[config.mk]
export PLATFORM = sky130hd
export DESIGN_NAME = decode_stage
export DESIGN_NICKNAME = d
export VERILOG_FILES = /design/src/rtl/decode_stage.sv
export SDC_FILE = /design/constraint.sdc
export NUM_CORES = 1
export LEC_CHECK = 0
export ABC_AREA = 1
export CORE_UTILIZATION = 30
export CTS_CLUSTER_SIZE = 16
export DETAILED_ROUTE_END_ITERATION = 8
export PLACE_DENSITY = 0.64
export SKIP_CTS_REPAIR_TIMING = 1
export SYNTH_ARGS = -nofsm -noshare
export SYNTH_HDL_FRONTEND = slang
export SYNTH_SLANG_ARGS = --single-unit
[constraint.sdc]
create_clock -name clk -period 3.1 [get_ports clk]
set_input_delay 0.62 -clock clk [delete_from_list [all_inputs] [get_ports clk]]
set_output_delay 0.62 -clock clk [all_outputs]
set_load 0.02 [all_outputs]
[src/rtl/decode_stage.sv]
// decode_stage: registered miniMips decoder between fetch and execute, with valid/ready
// handshakes, PC carry, flush, and a load-use interlock that inserts bubbles after Ldr.
module decode_stage #(
   parameter int INSTR_W  = 9,
   parameter int PC_W     = 10,
   parameter int IMM_W    = 8,
   parameter int LOAD_LAT = 1
) (
   input  logic               clk,
   input  logic               rst_n,
   input  logic               in_valid,
   output logic               in_ready,
   input  logic [INSTR_W-1:0] in_instr,
   input  logic [PC_W-1:0]    in_pc,
   input  logic               flush,
   output logic               out_valid,
   input  logic               out_ready,
   output logic [PC_W-1:0]    out_pc,
   output logic [1:0]         R1,
   output logic [1:0]         R2,
   output logic [1:0]         W,
   output logic               write_en,
   output logic               mem_write,
   output logic               mem_read,
   output logic               use_alu_bypass,
   output logic               alu_src,
   output logic [IMM_W-1:0]   imm,
   output logic [4:0]         alu_op
);
   localparam int HZ_W = (LOAD_LAT > 0) ? $clog2(LOAD_LAT + 1) : 1;

   typedef struct packed {
      logic [1:0] r1;
      logic [1:0] r2;
      logic [1:0] w;
      logic       we;
      logic       mw;
      logic       mr;
      logic       ub;
      logic       as;
      logic [3:0] imm;
      logic [4:0] alu;
   } bundle_t;

   logic [8:0]      ins;
   logic [4:0]      jmp_alu;
   bundle_t         dec;
   logic            rd1;
   logic            rd2;
   bundle_t         bundle_d, bundle_q;
   logic [PC_W-1:0] pc_d, pc_q;
   logic            valid_d, valid_q;
   logic [HZ_W-1:0] hz_cnt_d, hz_cnt_q;
   logic [1:0]      hz_reg_d, hz_reg_q;
   logic            advance;
   logic            stall;
   logic            take;
   logic            ld_out;

   assign ins = in_instr[8:0];

   always_comb begin
      case (ins[5:2])
         4'd4:    jmp_alu = 5'd13;
         4'd5:    jmp_alu = 5'd14;
         4'd6:    jmp_alu = 5'd15;
         4'd7:    jmp_alu = 5'd16;
         4'd8:    jmp_alu = 5'd17;
         4'd10:   jmp_alu = 5'd18;
         4'd11:   jmp_alu = 5'd19;
         4'd15:   jmp_alu = 5'd20;
         4'd12:   jmp_alu = 5'd4;
         4'd13:   jmp_alu = 5'd5;
         4'd14:   jmp_alu = 5'd6;
         default: jmp_alu = 5'd19;
      endcase
   end

   // rd1/rd2 mark which decoded register fields are real reads, for the interlock
   always_comb begin
      dec = '0;
      rd1 = 1'b0;
      rd2 = 1'b0;
      case (ins[8:6])
         3'b000: begin
            dec.r1  = ins[3:2];
            dec.r2  = ins[5:4];
            dec.imm = {2'b00, ins[1:0]};
            dec.mw  = 1'b1;
            dec.as  = 1'b1;
            rd1     = 1'b1;
            rd2     = 1'b1;
         end
         3'b001: begin
            dec.r1  = ins[3:2];
            dec.w   = ins[5:4];
            dec.we  = 1'b1;
            dec.imm = {2'b00, ins[1:0]};
            dec.mr  = 1'b1;
            dec.as  = 1'b1;
            rd1     = 1'b1;
         end
         3'b010: begin
            dec.w   = ins[5:4];
            dec.we  = 1'b1;
            dec.imm = ins[3:0];
            dec.alu = 5'd7;
            dec.ub  = 1'b1;
            dec.as  = 1'b1;
         end
         3'b011: begin
            dec.r1  = ins[5:4];
            dec.w   = ins[5:4];
            dec.we  = 1'b1;
            dec.ub  = 1'b1;
            dec.as  = 1'b1;
            dec.alu = ins[3] ? 5'd10 : 5'd11;
            dec.imm = ins[3] ? 4'd0 - ins[3:0] : ins[3:0];
            rd1     = 1'b1;
         end
         3'b100: begin
            dec.r1  = ins[3:2];
            dec.r2  = ins[1:0];
            dec.w   = (ins[5:4] == 2'd3) ? ins[1:0] : ins[3:2];
            dec.we  = 1'b1;
            dec.ub  = 1'b1;
            dec.alu = (ins[5:4] == 2'd0) ? 5'd0 :
                      (ins[5:4] == 2'd1) ? 5'd1 :
                      (ins[5:4] == 2'd2) ? 5'd3 : 5'd2;
            rd1     = 1'b1;
            rd2     = 1'b1;
         end
         3'b101: begin
            dec.ub  = 1'b1;
            dec.r2  = ins[1:0];
            rd2     = 1'b1;
            if (ins[5:4] == 2'd0) begin
               dec.r1  = ins[3:2];
               dec.alu = 5'd12;
               rd1     = 1'b1;
            end else begin
               dec.w   = ins[1:0];
               dec.alu = jmp_alu;
               dec.we  = (ins[5:4] == 2'd3) && (ins[3:2] != 2'd3);
            end
         end
         default: begin
            dec.r1  = ins[3:2];
            dec.r2  = ins[1:0];
            dec.w   = ins[5:4];
            dec.we  = 1'b1;
            dec.ub  = 1'b1;
            dec.alu = ins[6] ? 5'd8 : 5'd9;
            rd1     = 1'b1;
            rd2     = 1'b1;
         end
      endcase
   end

   // flush outranks every other event; a new Ldr leaving reloads the counter over decrement
   always_comb begin
      advance  = !valid_q || out_ready;
      stall    = (hz_cnt_q != '0) && in_valid &&
                 ((rd1 && dec.r1 == hz_reg_q) || (rd2 && dec.r2 == hz_reg_q));
      in_ready = advance && !stall && !flush;
      take     = in_valid && in_ready;
      ld_out   = valid_q && out_ready && bundle_q.mr;
      valid_d  = flush ? 1'b0 : take ? 1'b1 : advance ? 1'b0 : valid_q;
      bundle_d = take ? dec : bundle_q;
      pc_d     = take ? in_pc : pc_q;
      hz_cnt_d = flush ? '0 :
                 ld_out ? HZ_W'(LOAD_LAT) :
                 (hz_cnt_q != '0) ? hz_cnt_q - HZ_W'(1) : hz_cnt_q;
      hz_reg_d = (ld_out && !flush) ? bundle_q.w : hz_reg_q;
   end

   always_ff @(posedge clk or negedge rst_n) begin
      if (!rst_n) begin
         valid_q  <= 1'b0;
         bundle_q <= '0;
         pc_q     <= '0;
         hz_cnt_q <= '0;
         hz_reg_q <= '0;
      end else begin
         valid_q  <= valid_d;
         bundle_q <= bundle_d;
         pc_q     <= pc_d;
         hz_cnt_q <= hz_cnt_d;
         hz_reg_q <= hz_reg_d;
      end
   end

   assign out_valid      = valid_q;
   assign out_pc         = pc_q;
   assign R1             = bundle_q.r1;
   assign R2             = bundle_q.r2;
   assign W              = bundle_q.w;
   assign write_en       = bundle_q.we;
   assign mem_write      = bundle_q.mw;
   assign mem_read       = bundle_q.mr;
   assign use_alu_bypass = bundle_q.ub;
   assign alu_src        = bundle_q.as;
   assign imm            = IMM_W'(bundle_q.imm);
   assign alu_op         = bundle_q.alu;
endmodule

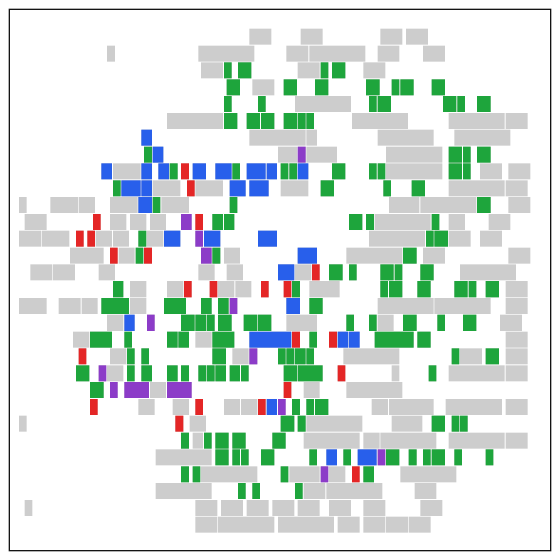
*Logic cells by family*
Purple shows NOR gates, cells 14, most used nor2_1. Blue shows inverting AOI/OAI gates, cells 28, most used o21ai_0. Green shows NAND gates, cells 147, most used nand2_1. Red shows inverters, cells 23, most used inv_1.
logic share of the area: 0.363
Commonest Layout Cell: nand2_1
final std cells w/o fill: 454

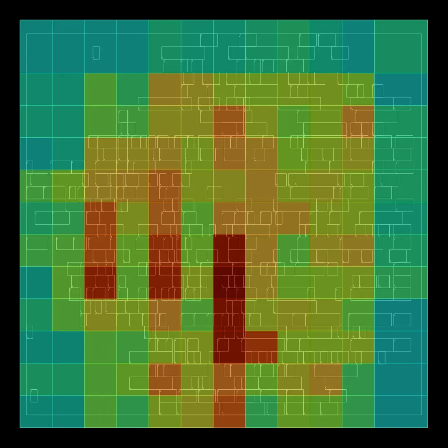
*Routing congestion*
GRT busiest layer: met2
grt met2 use: 0.264
Avg WL per Cell: 13.6 um

worst max-delay path by stage:
| stage | startpoint | end | slack, ns | cells past startpoint |
|---|---|---|---|---|
| 2_1_floorplan | in_instr[5] | in_ready | 0.09 | 13 |
| 3_3_place_gp | in_instr[4] | in_ready | -0.27 | 13 |
| 3_5_place_dp | in_instr[4] | in_ready | -0.30 | 13 |
| 4_1_cts | in_instr[4] | in_ready | -0.30 | 13 |
| 5_1_grt | in_instr[8] | in_ready | 0.04 | 12 |
| 6_report | in_instr[8] | in_ready | 0.21 | 12 |
flip-flops by register name, indices dropped and copies added, names as in the netlist:
| signal | count |
|---|---|
| R2 | 2 |
| hz_reg_q | 2 |
| out_valid | 1 |
| R1 | 2 |
| mem_read | 1 |
| W | 2 |
| mem_write | 1 |
| alu_src | 1 |
| write_en | 1 |
| imm | 4 |
| hz_cnt_q | 1 |
| out_pc | 10 |
| alu_op | 5 |
| use_alu_bypass | 1 |
layer usage:
metal,wire length (um),GRT usage,up-vias
met1,2900,0.247,1007
met2,2880,0.264,63
li1,-,-,1084
met3,241,0.0246,12
met4,161,0.0775,0
met5,0,0,-
cell families (layout without fill, tap and decap cells):
logic type,count (synthesis),in the layout
buffers and inverters,41,123
and+or+nand+nor,161,161
AOI/OAI and AO/OA,28,28
DFF,34,34
xor gates and xnor gates,1,1
other,1,4
adders and majority gates,7,7
cell type report:
cell class / count / area (um2)
Sequential cell: 34 / 851
Timing Repair Buffer: 92 / 841
Clock buffer: 7 / 86.3
Multi-Input combinational cell: 201 / 1130
Clock inverter: 1 / 5.00
Inverter: 23 / 86.3
Tap cell: 96 / 120
Fill cell: 719 / 3780
==> flow_summary.toml <==
# generated from flow reports
[flow_run]
warnings = 30
cap_violations = 0

[critical_path]
rr_worst_depth = 11
crit_type = "input port to output port"
critical_path.max_fanout = 5
rrSetupSlack_ns = 1.29
crit_slowest_cell = "clkdlybuf4s50_1"
cpLargestDelayFamily = "buffers and inverters"
cp_slowest_stage_delay_ns = 0.55
arrival_ns = 2.27
r2r_end = "write_en$_DFFE_PN0P_"

[layout]
fin_area_um2 = 3120
area_growth_pct = 43.1
final_core_util = 0.452
drive_gt1_frac = 0.240
lay_top_cells = "nand2_1, clkdlybuf4s50_1, buf_4"
n_antenna_cell = 0

[sta]
timing.hold.ws_ns = 0.385
fin_crit_ns = 2.89
setup_viol = 0
rsz0062_at_grt = "no"
worst_slack_ns = 0.209
slew_violations = 0
finClkSkew_ns = 0.00439
max_freq_mhz = 346
fin_setup_tns_ns = 0

[pwr]
power_mw = 1.38
switching_share = 0.338
pg_clk_uw = 337
internal_power_uw = 912
leakage_nw = 1.57
largestPowerGroup = "registers"

[detailed_routing]
dr.pass1.iters = 4

[placed_design]
place_inst = 446
dpl_cell_area_um2 = 3020
finalWeightedCongestion = 0.922

[yosys]
ff_type = "dfrtp_1"
ys_warn_count = 0
xor_area_frac = 0.00401
async_flop_share = 1.00
topCombFamilyByArea = "simple AND/OR/NAND/NOR gates"
ys_seq_elements = 34
synthMuxAreaShare = 0
yosys_cells = 273
top_cell = "nand2_1"
ys_area_um2 = 2180
yosysSeqAreaShare = 0.390
yosys.area_share.adder = 0.0401
ys_sh_aoi = 0.0866
yosys.area_share.simple = 0.378

[clock_tree]
clk_pin_slew_ns = 0.07
insertion_delay_ns = 0.28
cts_tree = "built"
root_buffer = "clkbuf_8"

[floorplanning]
die-width_um = 87.3
placementRows = 30

[run_status]
status = "completed"

[grt]
track_usage = 0.175
grt_overflow_total = 0
grt_max_degree = 35
grt_pass1_wl_mm = 10.2
